### src/rtl/arrhythmia_feature_loader.sv
// Feature loader for the arrhythmia decision tree: walks a per-record byte stream,
// keeps the five tree features in a shadow buffer and hands them off as one registered vector.
module arrhythmia_feature_loader #(
    parameter int NUM_FEATURES = 279,
    parameter int IDX_W        = 9,
    parameter int IDX_A        = 13,
    parameter int IDX_B        = 27,
    parameter int IDX_C        = 235,
    parameter int IDX_D        = 264,
    parameter int IDX_E        = 278
) (
    input  logic        clk,
    input  logic        rst,
    input  logic        in_valid,
    output logic        in_ready,
    input  logic [7:0]  in_data,
    input  logic        in_last,
    output logic        out_valid,
    input  logic        out_ready,
    output logic [7:0]  X13,
    output logic [7:0]  X27,
    output logic [7:0]  X235,
    output logic [7:0]  X264,
    output logic [7:0]  X278,
    output logic        err_len,
    output logic [15:0] rec_count
);

    localparam int NCAP = 5;
    localparam logic [IDX_W-1:0] LAST_IDX = IDX_W'(NUM_FEATURES - 1);
    localparam logic [NCAP*IDX_W-1:0] CAP_IDX = {IDX_W'(IDX_E), IDX_W'(IDX_D), IDX_W'(IDX_C),
                                                  IDX_W'(IDX_B), IDX_W'(IDX_A)};

    typedef enum logic {COLLECT, DRAIN} state_t;

    state_t           state_reg, state_next;
    logic [IDX_W-1:0] idx_reg, idx_next;
    logic             out_valid_reg, out_valid_next;
    logic             err_len_reg;
    logic [15:0]      rec_count_reg;
    logic             at_last, accept, good_end, bad_end;

    assign at_last = (idx_reg == LAST_IDX);
    // Only the final beat of a record needs a free output register; earlier beats keep streaming.
    assign in_ready = !((state_reg == COLLECT) && at_last && out_valid_reg && !out_ready);
    assign accept   = in_valid && in_ready;

    always_comb begin
        state_next = state_reg;
        idx_next   = idx_reg;
        good_end   = 1'b0;
        bad_end    = 1'b0;
        if (accept) begin
            if (state_reg == COLLECT) begin
                if (at_last) begin
                    if (in_last) begin
                        good_end = 1'b1;
                        idx_next = '0;
                    end else begin
                        state_next = DRAIN;
                    end
                end else if (in_last) begin
                    bad_end  = 1'b1;
                    idx_next = '0;
                end else begin
                    idx_next = idx_reg + 1'b1;
                end
            end else if (in_last) begin
                bad_end    = 1'b1;
                idx_next   = '0;
                state_next = COLLECT;
            end
        end
    end

    assign out_valid_next = good_end ? 1'b1 : (out_valid_reg && !out_ready);

    always_ff @(posedge clk) begin
        if (rst) begin
            state_reg     <= COLLECT;
            idx_reg       <= '0;
            out_valid_reg <= 1'b0;
            err_len_reg   <= 1'b0;
            rec_count_reg <= '0;
        end else begin
            state_reg     <= state_next;
            idx_reg       <= idx_next;
            out_valid_reg <= out_valid_next;
            err_len_reg   <= bad_end;
            if (good_end) begin
                rec_count_reg <= rec_count_reg + 16'd1;
            end
        end
    end

    genvar gi;
    generate
        for (gi = 0; gi < NCAP; gi++) begin : g_cap
            logic       hit;
            logic [7:0] shadow_reg;
            logic [7:0] out_reg;

            assign hit = (idx_reg == CAP_IDX[gi*IDX_W +: IDX_W]);

            // A captured index that coincides with the final beat is taken straight from in_data.
            always_ff @(posedge clk) begin
                if (rst) begin
                    shadow_reg <= '0;
                    out_reg    <= '0;
                end else begin
                    if (accept && (state_reg == COLLECT) && hit) begin
                        shadow_reg <= in_data;
                    end
                    if (good_end) begin
                        out_reg <= hit ? in_data : shadow_reg;
                    end
                end
            end
        end
    endgenerate

    assign X13       = g_cap[0].out_reg;
    assign X27       = g_cap[1].out_reg;
    assign X235      = g_cap[2].out_reg;
    assign X264      = g_cap[3].out_reg;
    assign X278      = g_cap[4].out_reg;
    assign out_valid = out_valid_reg;
    assign err_len   = err_len_reg;
    assign rec_count = rec_count_reg;

endmodule

### config.mk
export PLATFORM = sky130hd
export DESIGN_NAME = arrhythmia_feature_loader
export DESIGN_NICKNAME = d
export VERILOG_FILES = /design/src/rtl/arrhythmia_feature_loader.sv
export SDC_FILE = /design/constraint.sdc
export NUM_CORES = 1
export LEC_CHECK = 0
export CORE_MARGIN = 1.5
export CORE_UTILIZATION = 58
export CTS_CLUSTER_SIZE = 8
export DETAILED_ROUTE_END_ITERATION = 16
export PLACE_DENSITY = 0.85
export SYNTH_ARGS = -nofsm -noshare
export SYNTH_HDL_FRONTEND = slang
export SYNTH_SLANG_ARGS = --single-unit
### constraint.sdc
create_clock -name clk -period 5.61 [get_ports clk]
set_clock_uncertainty 0.15 [all_clocks]
set_input_delay 1.683 -clock clk [delete_from_list [all_inputs] [get_ports clk]]
set_output_delay 1.683 -clock clk [all_outputs]
set_load 0.03 [all_outputs]
==> ci_impl_report.md, run 1 <==
### Metrics collected by this job

| Metric | Value |
|---|---|
| Status | `completed` |
| H-tree levels | `3` |
| Total grt overflow | `0` |
| Adder Area Share | `1.31%` |
| Ys async rst share | `0%` |
| XOR/XNOR share of the synthesized area | `0.733%` |
| #FFs+latches synth | `108` |
| Worst endpoint required time | `3.78 ns` |
| Pre-CTS WS | `0.688 ns` |
| Crit path launch | `out_ready` |
| Yosys stat area | `4780 sq um` |
| Clk pwr share | `36.1%` |
| Synth Warn # | `0` |
| Critical-path top delay cell | `clkdlybuf4s50_1` |
| Final hold viol count | `0` |
| N_taps | `102` |
| Port bufs | `71` |
| FILL cells | `585` |
| Hold path cells | `2` |
| MUX share of area | `14.1%` |
| Most common cell in the synthesized netlist | `dfxtp_1` |
| Cell Int Power | `0.985 mW` |
| Synthesized area | `4780 sq um` |
| Die width | `93.8 um` |
| Root Driver | `clkbuf_8` |
| Slew HR | `58.5%` |
| Final period util | `88.1%` |
| Count of library flops with an enable pin | `0` |
| Busiest grt layer | `met2` |
| Comb area | `2410 sq um` |
| DR WL/cell | `16.6 um` |
| VDD IR max | `167 uV` |
| Avg Vias per Cell | `6.16` |
| Final #Nets | `575` |
| Worst hold path class | `reg -> reg` |
| Worst Setup EP | `in_ready` |
| Combinational gate power | `0.0444 mW` |
| WL final | `11000 um` |
| Chip height | `93.8 um` |
| Delay of the slowest critical-path stage | `0.65 ns` |
| FF-to-FF path depth | `6` |
| Ys cells | `512` |
| Top cells by area, synth | `dfxtp_1 (45%), mux2i_1 (14%), nor2_1 (6.8%)` |
| Met3 Use GR | `3.72%` |
| # rows | `32` |
| Inverters, non-clock | `5` |
| Max-area cell share | `45.2%` |
| P per Cell Area | `225 nW/um^2` |
| Largest net degree at the start of global routing | `43` |
| Switching share of power | `22.6%` |
| PostCTS Resize Cnt | `0` |
| Iter 0 DRT Violations | `317` |
| Top cells by count, synth | `dfxtp_1 (108), nor2_1 (86), mux2i_1 (65), a211oi_1 (32), clkbuf_1 (29)` |
| NetSw | `0.288 mW` |
| Fmax | `0.202 GHz` |
| Syn Inst Count | `512` |
| WL met2 | `5490 um` |
| FF+latch area | `2160 sq um` |
| Grt met2 use | `44.3%` |
| Pre-Place Util | `60.9%` |
| Comb gates | `356` |
| ClkCell Share | `3.34%` |
| Crit Path Max Fanout | `3` |
| Worst hold path endpoint | `g_cap[4].shadow_reg[2]` |
| Detail Placement HPWL | `7270 um` |
| Cts hold-fix bufs | `0` |
| 1st-pass router iterations | `4` |
| RR Startpoint | `idx_reg[4]` |
| Top class by area | `multi-input combinational cells` |
| Unrepaired setup endpoints after global routing | `false` |
| Dpl cells | `648` |
| Post-synth cell types | `43` |
| Met1 WL | `4840 um` |
| Crit path depth | `4` |
| Critical path buffer and inverter count | `2` |
| Worst r2r dst | `X27[6]` |
| Routability cong. | `0.890` |
| Vias in the first global route | `3717` |
| Final min period | `4.94 ns` |
| Simple-Gate Area Share | `21.2%` |
| Post-synth seq share | `45.2%` |
| DR top layer | `met4` |
| Setup CP Type | `in -> out` |
| First-pass GRT wire length | `18000 um` |
| Flop pwr share | `60.4%` |
| Final Hold Slack | `0.331 ns` |
| Share of cells above drive strength 1 | `5.88%` |
| Endpoints failing setup | `0` |
| IO Pins | `72` |
| Top Layout Cells | `dfxtp_1 (108), nor2_1 (85), clkdlybuf4s50_1 (70), mux2i_1 (65), a211oi_1 (32)` |
| Synth logic family | `simple AND/OR/NAND/NOR gates` |
| DRC | `0` |
| OpenROAD warning count | `29` |
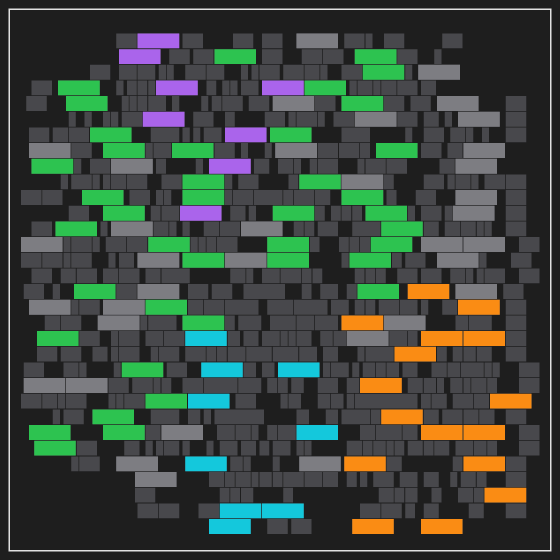
*Where the registers sit, run 1*
Other sequential cells in the stronger grey, the rest of the logic in the fainter grey.
legend:
  purple:
    netlist_name: X27
    flops: 8
  cyan:
    netlist_name: idx_reg
    flops: 9
    where: south
  green:
    netlist_name: g_cap.shadow_reg
    flops: 40
  orange:
    netlist_name: rec_count
    flops: 16
flop share of the area: 38.2%
seq pwr: 0.768 mW
Final Util: 72.1%

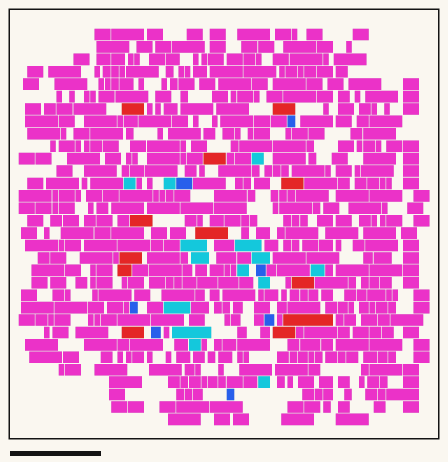
*Cell sizes after repair, run 1*
Bar = 20 um.
legend:
  blue:
    size: x2
    cells: 7
    share: 1.2%
  magenta:
    size: x1 and smaller
    cells: 528
    share: 94%
    most_used: dfxtp_1
  cyan:
    size: x3 and x4
    cells: 14
    share: 2.5%
    most_used: buf_4
  red:
    size: x6 and larger
    cells: 12
    share: 2.1%
    most_used: clkbuf_8
area grow syn2layout: 18.4%
slack of the critical path: 0.667 ns
Non-clk bufs: 77
Finished Cell Area: 5660 sq um

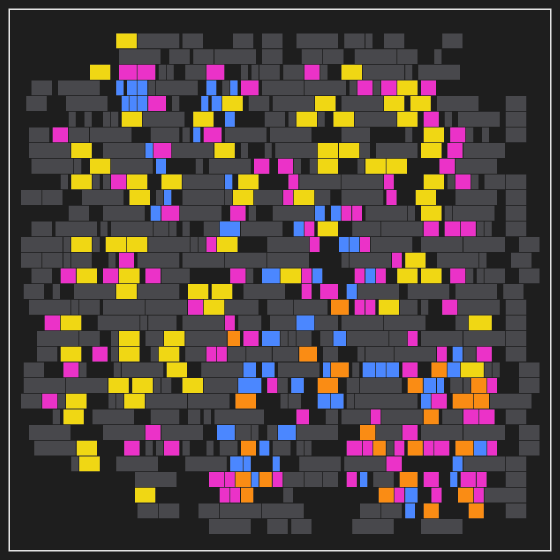
*Selected gate families, run 1*
legend:
  magenta:
    family: aoi and oai cells
    cells: 93
    where: spread over the die
  yellow:
    family: mux cells
    cells: 67
  orange:
    family: and/or cells
    cells: 25
  blue:
    family: nand cells
    cells: 58
Finished Layout Cells: 663
Top cell excl fill/tap: dfxtp_1
Comb/total area: 42.6%

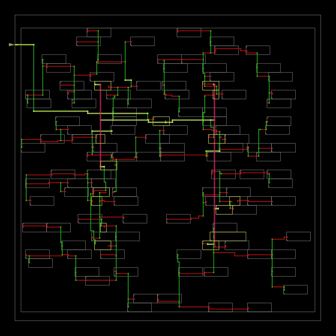
*The clock network, run 1*
total CTS buffers: 9
Sink Count: 108
clock buffer count: 9
flip-flops: 108
latest clock arrival within the worst-skew pair: 0.36 ns

--- run 2 (diff from run 1) ---
CORE_UTILIZATION = 30   (was 58)
GPL_ROUTABILITY_DRIVEN = 0   (was unset)
PLACE_DENSITY = unset   (was 0.85)
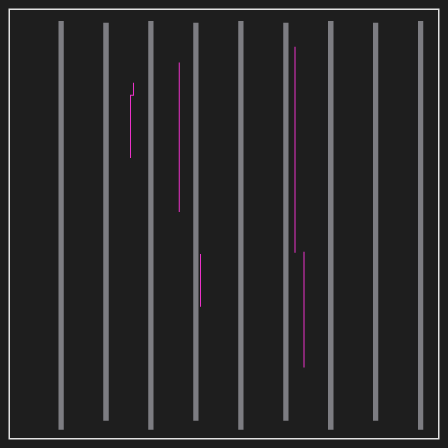
*Signal wires on met4, run 2*
Supply wires on this layer in grey.
share of all routed wire: 1.5%
main direction: vertical
wire length on this layer: 180 um

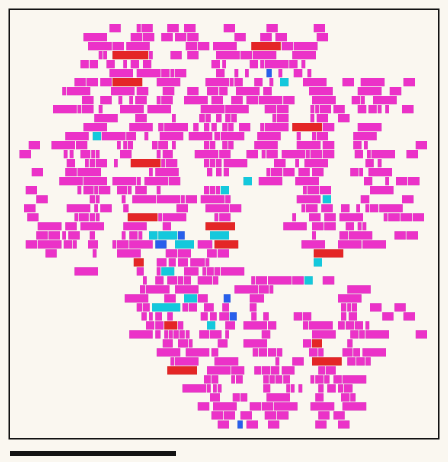
*Cell sizes after repair, run 2*
Bar = 50 um.
legend:
  red:
    size: x6 and larger
    cells: 14
    share: 2.5%
    most_used: clkbuf_16
  cyan:
    size: x3 and x4
    cells: 15
    share: 2.7%
    most_used: buf_4
  magenta:
    size: x1 and smaller
    cells: 529
    share: 94%
    most_used: dfxtp_1
  blue:
    size: x2
    cells: 6
    share: 1.1%
    most_used: nor2_2
slack of the critical path: 0.718 ns
area grow syn2layout: 23.9%
Non-clk bufs: 79
Finished Cell Area: 5920 sq um

==> ci_impl_report.md, run 2 <==
### Metrics collected by this job

| Metric | Value |
|---|---|
| Cell Int Power | `1.13 mW (was 0.985 mW)` |
| N_taps | `211 (was 102)` |
| Top class by area | `multi-input combinational cells (unchanged)` |
| Inverters, non-clock | `5 (unchanged)` |
| Synthesized area | `4780 sq um (unchanged)` |
| Worst endpoint required time | `3.78 ns (about the same)` |
| XOR/XNOR share of the synthesized area | `0.733% (unchanged)` |
| Post-synth cell types | `43 (unchanged)` |
| Final Util | `38.5% (was 72.1%)` |
| DR top layer | `met4 (unchanged)` |
| Yosys stat area | `4780 sq um (unchanged)` |
| P per Cell Area | `248 nW/um^2 (was 225 nW/um^2)` |
| Die width | `129 um (was 93.8 um)` |
| MUX share of area | `14.1% (unchanged)` |
| Hold path cells | `2 (unchanged)` |
| Top Layout Cells | `dfxtp_1 (108), nor2_1 (85), clkdlybuf4s50_1 (70), mux2i_1 (65), a211oi_1 (32) (unchanged)` |
| Port bufs | `71 (unchanged)` |
| Final period util | `87.2% (was 88.1%)` |
| Flip-flops | `108 (unchanged)` |
| Critical path buffer and inverter count | `2 (unchanged)` |
| Delay of the slowest critical-path stage | `0.63 ns (was 0.65 ns)` |
| Final Hold Slack | `0.328 ns (was 0.331 ns)` |
| Total grt overflow | `0 (unchanged)` |
| Flop pwr share | `52.4% (was 60.4%)` |
| Avg Vias per Cell | `5.04 (was 6.16)` |
| Iter 0 DRT Violations | `195 (was 317)` |
| Final hold viol count | `0 (unchanged)` |
| Root Driver | `clkbuf_16 (was clkbuf_8)` |
| Top cells by count, synth | `dfxtp_1 (108), nor2_1 (86), mux2i_1 (65), a211oi_1 (32), clkbuf_1 (29) (unchanged)` |
| FILL cells | `1512 (was 585)` |
| Detail Placement HPWL | `8060 um (was 7270 um)` |
| Crit Path Max Fanout | `3 (unchanged)` |
| Worst hold path endpoint | `g_cap[4].shadow_reg[0] (was g_cap[4].shadow_reg[2])` |
| Max-area cell share | `45.2% (unchanged)` |
| Syn Inst Count | `512 (unchanged)` |
| Comb/total area | `40.7% (was 42.6%)` |
| Met3 Use GR | `3.47% (was 3.72%)` |
| Pre-CTS WS | `0.719 ns (was 0.688 ns)` |
| Final #Nets | `577 (was 575)` |
| ClkCell Share | `5.07% (was 3.34%)` |
| Latest clock arrival within the worst-skew pair | `0.36 ns (about the same)` |
| FF+latch area | `2160 sq um (unchanged)` |
| NetSw | `0.334 mW (was 0.288 mW)` |
| Combinational gate power | `0.0442 mW (was 0.0444 mW)` |
| Fmax | `0.204 GHz (was 0.202 GHz)` |
| First-pass GRT wire length | `18600 um (was 18000 um)` |
| Total CTS buffers | `9 (unchanged)` |
| Largest net degree at the start of global routing | `45 (was 43)` |
| Top cells by area, synth | `dfxtp_1 (45%), mux2i_1 (14%), nor2_1 (6.8%) (unchanged)` |
| 1st-pass router iterations | `4 (unchanged)` |
| Ys cells | `512 (unchanged)` |
| Adder Area Share | `1.31% (unchanged)` |
| Top cell excl fill/tap | `dfxtp_1 (unchanged)` |
| #FFs+latches synth | `108 (unchanged)` |
| Unrepaired setup endpoints after global routing | `false (unchanged)` |
| H-tree levels | `3 (unchanged)` |
| Met1 WL | `5570 um (was 4840 um)` |
| Synth Warn # | `0 (unchanged)` |
| IO Pins | `72 (unchanged)` |
| Critical-path top delay cell | `clkdlybuf4s50_1 (unchanged)` |
| RR Startpoint | `idx_reg[4] (unchanged)` |
| Worst r2r dst | `X278[0] (was X27[6])` |
| Dpl cells | `759 (was 648)` |
| Switching share of power | `22.8% (was 22.6%)` |
| DRC | `0 (unchanged)` |
| Vias in the first global route | `3674 (was 3717)` |
| Ys async rst share | `0% (unchanged)` |
| # rows | `45 (was 32)` |
| Status | `completed (unchanged)` |
| Slew HR | `30.9% (was 58.5%)` |
| Count of library flops with an enable pin | `0 (unchanged)` |
| Clock buffer count | `10 (was 9)` |
| OpenROAD warning count | `29 (unchanged)` |
| Endpoints failing setup | `0 (unchanged)` |
| Setup CP Type | `in -> out (unchanged)` |
| DR WL/cell | `15.1 um (was 16.6 um)` |
| Share of cells above drive strength 1 | `6.21% (was 5.88%)` |
| WL final | `11700 um (was 11000 um)` |
| Worst hold path class | `reg -> reg (unchanged)` |
| Comb gates | `356 (unchanged)` |
| Finished Layout Cells | `775 (was 663)` |
| Comb area | `2410 sq um (unchanged)` |
| Crit path launch | `out_ready (unchanged)` |
--- run 3 (diff from run 2) ---
CORE_UTILIZATION = 50   (was 30)
PLACE_DENSITY = 0.75   (was unset)
RECOVER_POWER = 25   (was unset)
SLEW_MARGIN = 20   (was unset)
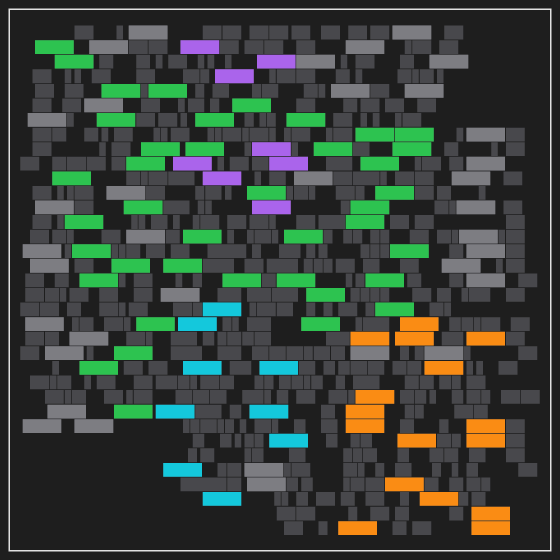
*Where the registers sit, run 3*
Other sequential cells in the stronger grey, the rest of the logic in the fainter grey.
legend:
  orange:
    netlist_name: rec_count
    flops: 16
    where: south-east
  purple:
    netlist_name: X27
    flops: 8
    where: north
  green:
    netlist_name: g_cap.shadow_reg
    flops: 40
  cyan:
    netlist_name: idx_reg
    flops: 9
    where: south
Final Util: 61.6%
flop share of the area: 38.0%
FF+latch area: 2160 sq um
seq pwr: 0.769 mW

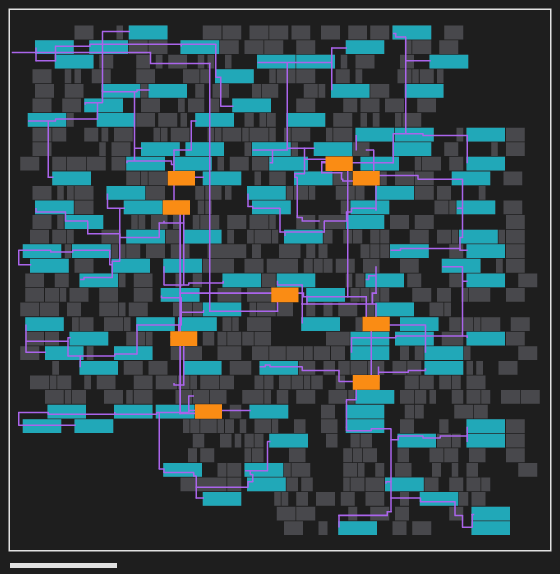
*Clock wires, drivers and flops, run 3*
Bar = 20 um.
legend:
  purple:
    item: clock wires
    length: 1190 um
  cyan:
    item: flip-flops
    count: 108
  orange:
    item: clock-net drivers
    count: 9
routed clock nets: 10
flops lie: spread over the die

==> ci_impl_report.md, run 3 <==
### Metrics collected by this job

| Metric | Value |
|---|---|
| Status | `completed (unchanged)` |
| FF-to-FF path depth | `6 (unchanged)` |
| MUX share of area | `14.1% (unchanged)` |
| Placed cell area | `5500 sq um (was 5620 sq um)` |
| Final min period | `4.91 ns (was 4.89 ns)` |
| WP data arrival | `3.08 ns (was 3.06 ns)` |
| Synth logic family | `simple AND/OR/NAND/NOR gates (unchanged)` |
| #FFs+latches synth | `108 (unchanged)` |
| Post-synthesis compound-gate area fraction | `13.0% (unchanged)` |
| P per Cell Area | `224 nW/um^2 (was 248 nW/um^2)` |
| Met1 WL | `4910 um (was 5570 um)` |
| Unrepaired setup endpoints after global routing | `false (unchanged)` |
| DRC | `0 (unchanged)` |
| Post-synth seq share | `45.2% (unchanged)` |
| First-pass GRT wire length | `18200 um (was 18600 um)` |
| DR top layer | `met4 (unchanged)` |
| TritonCTS clock tree | `done (unchanged)` |
| Worst r2r dst | `X235[4] (was X278[0])` |
| Critical-path top delay cell | `clkdlybuf4s50_1 (unchanged)` |
| Flop pwr share | `60.2% (was 52.4%)` |
| # rows | `35 (was 45)` |
| Share of cells above drive strength 1 | `6.05% (was 6.21%)` |
| Root Driver | `clkbuf_8 (was clkbuf_16)` |
| Total CTS buffers | `9 (unchanged)` |
| Finished Cell Area | `5700 sq um (was 5920 sq um)` |
| Setup Fix Bufs, Post-CTS | `0 (unchanged)` |
| Met3 Use GR | `3.61% (was 3.47%)` |
| Gate power share | `3.5% (was 3.0%)` |
| Total power | `1.28 mW (was 1.47 mW)` |
| Iter 0 DRT Violations | `179 (was 195)` |
| Max-area cell share | `45.2% (unchanged)` |
| Area grow syn2layout | `19.2% (was 23.9%)` |
| Met1 usage | `29.1% (was 18.5%)` |
| OpenROAD warning count | `29 (unchanged)` |
| Pre-Place Util | `51.7% (was 31.1%)` |
| Final Hold Slack | `0.329 ns (was 0.328 ns)` |
| Setup TNS Final | `0 ns (unchanged)` |
| Top class by area | `multi-input combinational cells (unchanged)` |
| Yosys stat area | `4780 sq um (unchanged)` |
| Adder Area Share | `1.31% (unchanged)` |
| Chip area | `10200 sq um (was 16700 sq um)` |
| Setup CP Type | `in -> out (unchanged)` |
| Fmax | `0.204 GHz (about the same)` |
| Critical path buffer and inverter count | `2 (unchanged)` |
| Hold Path Origin | `g_cap[1].shadow_reg[4] (was g_cap[4].shadow_reg[0])` |
| Initial antenna violation count | `0 (unchanged)` |
| Die width | `101 um (was 129 um)` |
| Finished Layout Cells | `691 (was 775)` |
| Slack of the critical path | `0.702 ns (was 0.718 ns)` |
| Port bufs | `71 (unchanged)` |
| Ys cells | `512 (unchanged)` |
| Switching share of power | `24.6% (was 22.8%)` |
| Hold path cells | `2 (unchanged)` |
| Worst hold path class | `reg -> reg (unchanged)` |
| Count of library flops with an enable pin | `0 (unchanged)` |
| RR Startpoint | `idx_reg[4] (unchanged)` |
| Top cells by count, synth | `dfxtp_1 (108), nor2_1 (86), mux2i_1 (65), a211oi_1 (32), clkbuf_1 (29) (unchanged)` |
| Avg Vias per Cell | `5.84 (was 5.04)` |
| Post-DRT Antenna Nets | `0 (unchanged)` |
| Mapped Nets | `530 (unchanged)` |
| Comb gates | `356 (unchanged)` |
| Combinational gate power | `0.0446 mW (was 0.0442 mW)` |
| Most common cell in the synthesized netlist | `dfxtp_1 (unchanged)` |
| Clk pwr share | `36.3% (was 44.6%)` |
| Setup slack, reg-to-reg | `3.27 ns (was 2.64 ns)` |
| FILL cells | `823 (was 1512)` |
| Total grt overflow | `0 (unchanged)` |
| Top Layout Cells | `dfxtp_1 (108), nor2_1 (85), mux2i_1 (65), clkdlybuf4s50_1 (43), a211oi_1 (32) (was dfxtp_1 (108), nor2_1 (85), clkdlybuf4s50_1 (70), mux2i_1 (65), a211oi_1 (32))` |
| H-tree levels | `3 (unchanged)` |
| Vias in the first global route | `3748 (was 3674)` |
| Comb/total area | `42.3% (was 40.7%)` |
| Crit Path Max Fanout | `3 (unchanged)` |
| Slew HR | `44.9% (was 30.9%)` |
| Met3 WL | `581 um (was 436 um)` |
| Synthesized area | `4780 sq um (unchanged)` |
| NetSw | `0.313 mW (was 0.334 mW)` |
| XOR/XNOR share of the synthesized area | `0.733% (unchanged)` |
| Crit path launch | `out_ready (unchanged)` |
| Max reg flops | `40 (unchanged)` |
| 1st-pass router iterations | `5 (was 4)` |
| Sink Count | `108 (unchanged)` |
| Busiest grt layer | `met2 (unchanged)` |
| Post-synth cell types | `43 (unchanged)` |
| Syn Inst Count | `512 (unchanged)` |
| Flip-flops | `108 (unchanged)` |
| WL met2 | `5390 um (was 5510 um)` |
| Detail Placement HPWL | `7350 um (was 8060 um)` |
| ClkCell Share | `3.38% (was 5.07%)` |
| Cell Int Power | `0.963 mW (was 1.13 mW)` |
| Dpl cells | `675 (was 759)` |
| Comb area | `2410 sq um (unchanged)` |
| Final #Nets | `575 (was 577)` |
| Grt met2 use | `38.7% (was 23.3%)` |
| Via Count | `4035 (was 3903)` |
| WL final | `11000 um (was 11700 um)` |
| Clock buffer count | `10 (unchanged)` |
| Top cell excl fill/tap | `dfxtp_1 (unchanged)` |
| Latest clock arrival within the worst-skew pair | `0.36 ns (about the same)` |
| Max Cap Viol | `0 (unchanged)` |
| PostCTS Resize Cnt | `0 (unchanged)` |
| Simple-Gate Area Share | `21.2% (unchanged)` |
| Ys async rst share | `0% (unchanged)` |
| VDD IR max | `159 uV (was 154 uV)` |
| Pre-CTS WS | `0.702 ns (was 0.719 ns)` |
| Endpoints failing setup | `0 (unchanged)` |
| Inverters, non-clock | `5 (unchanged)` |
| Non-clk bufs | `77 (was 79)` |
| Largest net degree at the start of global routing | `45 (unchanged)` |
| Cts hold-fix bufs | `0 (unchanged)` |
| Worst hold path endpoint | `X27[4] (was g_cap[4].shadow_reg[0])` |
| Chip height | `101 um (was 129 um)` |
| Crit path depth | `4 (unchanged)` |
| IO Pins | `72 (unchanged)` |
| Synth Warn # | `0 (unchanged)` |
| Worst Setup End Kind | `output pin (unchanged)` |
| N_taps | `129 (was 211)` |
| Largest Pwr Group | `sequential cells (unchanged)` |
| Delay of the slowest critical-path stage | `0.64 ns (was 0.63 ns)` |
| Cell mode on critical path | `clkdlybuf4s50_1 (unchanged)` |
| Avg Cell Area, Syn | `9.33 sq um (unchanged)` |
| Max-slew violation count | `0 (unchanged)` |
| Worst Setup EP | `in_ready (unchanged)` |
| DR WL/cell | `15.9 um (was 15.1 um)` |
| Top cells by area, synth | `dfxtp_1 (45%), mux2i_1 (14%), nor2_1 (6.8%) (unchanged)` |
| Worst endpoint required time | `3.78 ns (about the same)` |
| CP delay by family, top | `buffers and inverters (unchanged)` |
| Final hold viol count | `0 (unchanged)` |
| Final period util | `87.5% (was 87.2%)` |
Power and IR drop assume default switching activity.
